clock_map.png
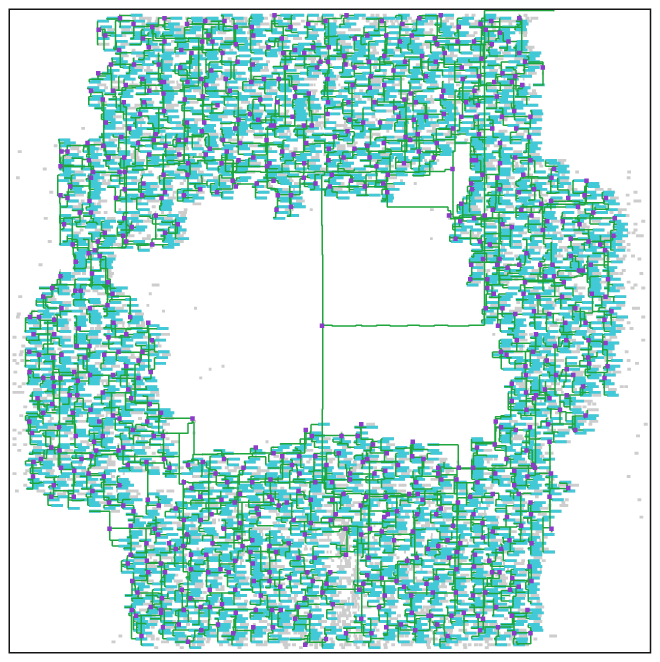
final_placement.png
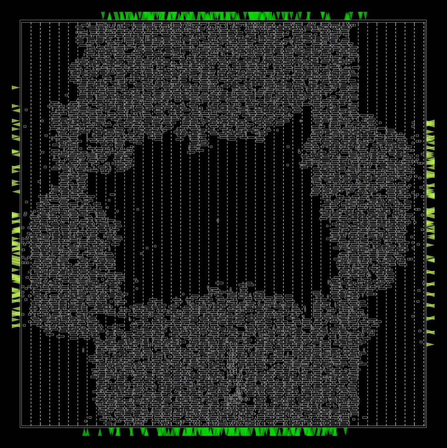
==> config.mk <==
export PLATFORM = sky130hd
export DESIGN_NAME = ga_chrom_queue
export DESIGN_NICKNAME = d
export VERILOG_FILES = /design/src/rtl/ga_chrom_queue.sv
export SDC_FILE = /design/constraint.sdc
export NUM_CORES = 2
export LEC_CHECK = 0
export ABC_AREA = 0
export CAP_MARGIN = 20
export CORE_AREA = 2 2 598 600
export CTS_BUF_LIST = sky130_fd_sc_hd__clkbuf_2
export CTS_CLUSTER_SIZE = 14
export DETAILED_ROUTE_END_ITERATION = 10
export DIE_AREA = 0 0 600 602
export SKIP_CTS_REPAIR_TIMING = 1
export SLEW_MARGIN = 20
export SYNTH_ARGS = -nofsm -noshare
export SYNTH_HDL_FRONTEND = slang
export SYNTH_SLANG_ARGS = --single-unit
==> constraint.sdc <==
create_clock -name clk -period 15.2 [get_ports clk]
set_clock_uncertainty 0.2 [all_clocks]
set_input_delay 3.04 -clock clk [delete_from_list [all_inputs] [get_ports clk]]
set_output_delay 3.04 -clock clk [all_outputs]
set_load 0.01 [all_outputs]
==> impl_metrics.yaml <==
# synthesis and place-and-route metrics
layout:
  nFillCells: 32240
  lay_top_cells: "edfxtp_1 (3072), clkbuf_2 (1047), mux4_2 (768)"
pwr:
  p_seq_share_pct: 50.4
  pg_seq_mw: 9.51
  p_sw_mw: 5.408
detailed_routing:
  ant_nets: 0
  m1WireLength_mm: 111.5
global_routing:
  antenna_found_initial: 23
  gr-usage-met1_pct: 18.67
  grt_pass1_wl_mm: 404.9
place:
  dpl.hpwl_mm: 147.0
  portBuffers: 397
synth:
  synth-edff-count: 3072
  synth.area.mux_share_pct: 16.52
  ys_cells: 4826
clocking:
  cts_tree: "done"
  cts_inserted_buffers: 756
setup_path:
  reg2reg_slack_ns: 10.19
status:
  run_status: "completed"
timing:
  slew_viol_final: 0
About clock_map.png:
purple -> cells driving clock nets  # count 756
green -> clock wires  # length 38.8 mm
cyan -> flip-flops  # count 3087
routed clock nets = 757
flops lie = all over the die
clk_lat worst skew: 2.05 ns
Clock Power: 5.38 mW
clock share of power: 28.5%

About final_placement.png:
Seq Cell Count: 3087
num tapcells: 4751
Non-Filler Instances: 11113
Rows: 219
fraction of area in registers: 69.41%

-- stage by stage --
| stage | hold slack, ns | instance area [sq um] | utilization, % |
|---|---|---|---|
| floorplan | 0.3285 | 116700 | - |
| global placement | 0.2801 | 126700 | 35.69 |
| detailed placement | 0.2989 | 126700 | 35.71 |
| CTS | 0.3220 | 133400 | 37.60 |
| global route | 0.4001 | 133500 | 37.61 |
| finish | 0.3134 | 133500 | 37.61 |
-- synthesized netlist by cell type, drive strengths merged, types with 2 or more instances --
library cell  instances  area (sq um)
a211oi                3         22.52
a21oi                 6         30.03
a221o               191          1912
a31oi                 2         12.51
and3                  2         12.51
buf                 189         933.4
clkbuf               96         360.4
dfrtp                15         375.4
edfxtp             3072         92250
ha                    9         112.6
inv                   5         18.77
mux2                  4         45.04
mux2i               194          1942
mux4                768         17300
nand2                 7         26.28
nand3                 5         25.02
nand4                 3         18.77
nor2                 33         140.1
nor2b                 4         25.02
nor3                191         955.9
nor3b                 2         15.01
o21ai                 3         15.01
xnor2                 4         35.03
xor2                  3         26.28
-- critical path: cells and delay by family, from the launching register on --
| family | cells | cell delay, ns |
|---|---|---|
| AND/OR/NAND/NOR | 1 | 0.14 |
| multiplexers | 2 | 0.75 |
| AND-OR/OR-AND | 1 | 0.31 |
| buffers and inverters | 4 | 2.34 |
| flip-flops | 1 | 1.00 |
-- cell type report --
type                            count  area [sq um]  area share [%]
Clock buffer                     1047          5240           3.926
Clock inverter                    237          1490           1.116
Multi-Input combinational cell   1449         22930           17.18
Sequential cell                  3087         92640           69.41
Inverter                            5         18.77         0.01406
Tap cell                         4751          5944           4.454
Timing Repair Buffer              522          5170           3.873
Antenna cell                       15         37.54         0.02812
Power is estimated from default activity; no workload was simulated.
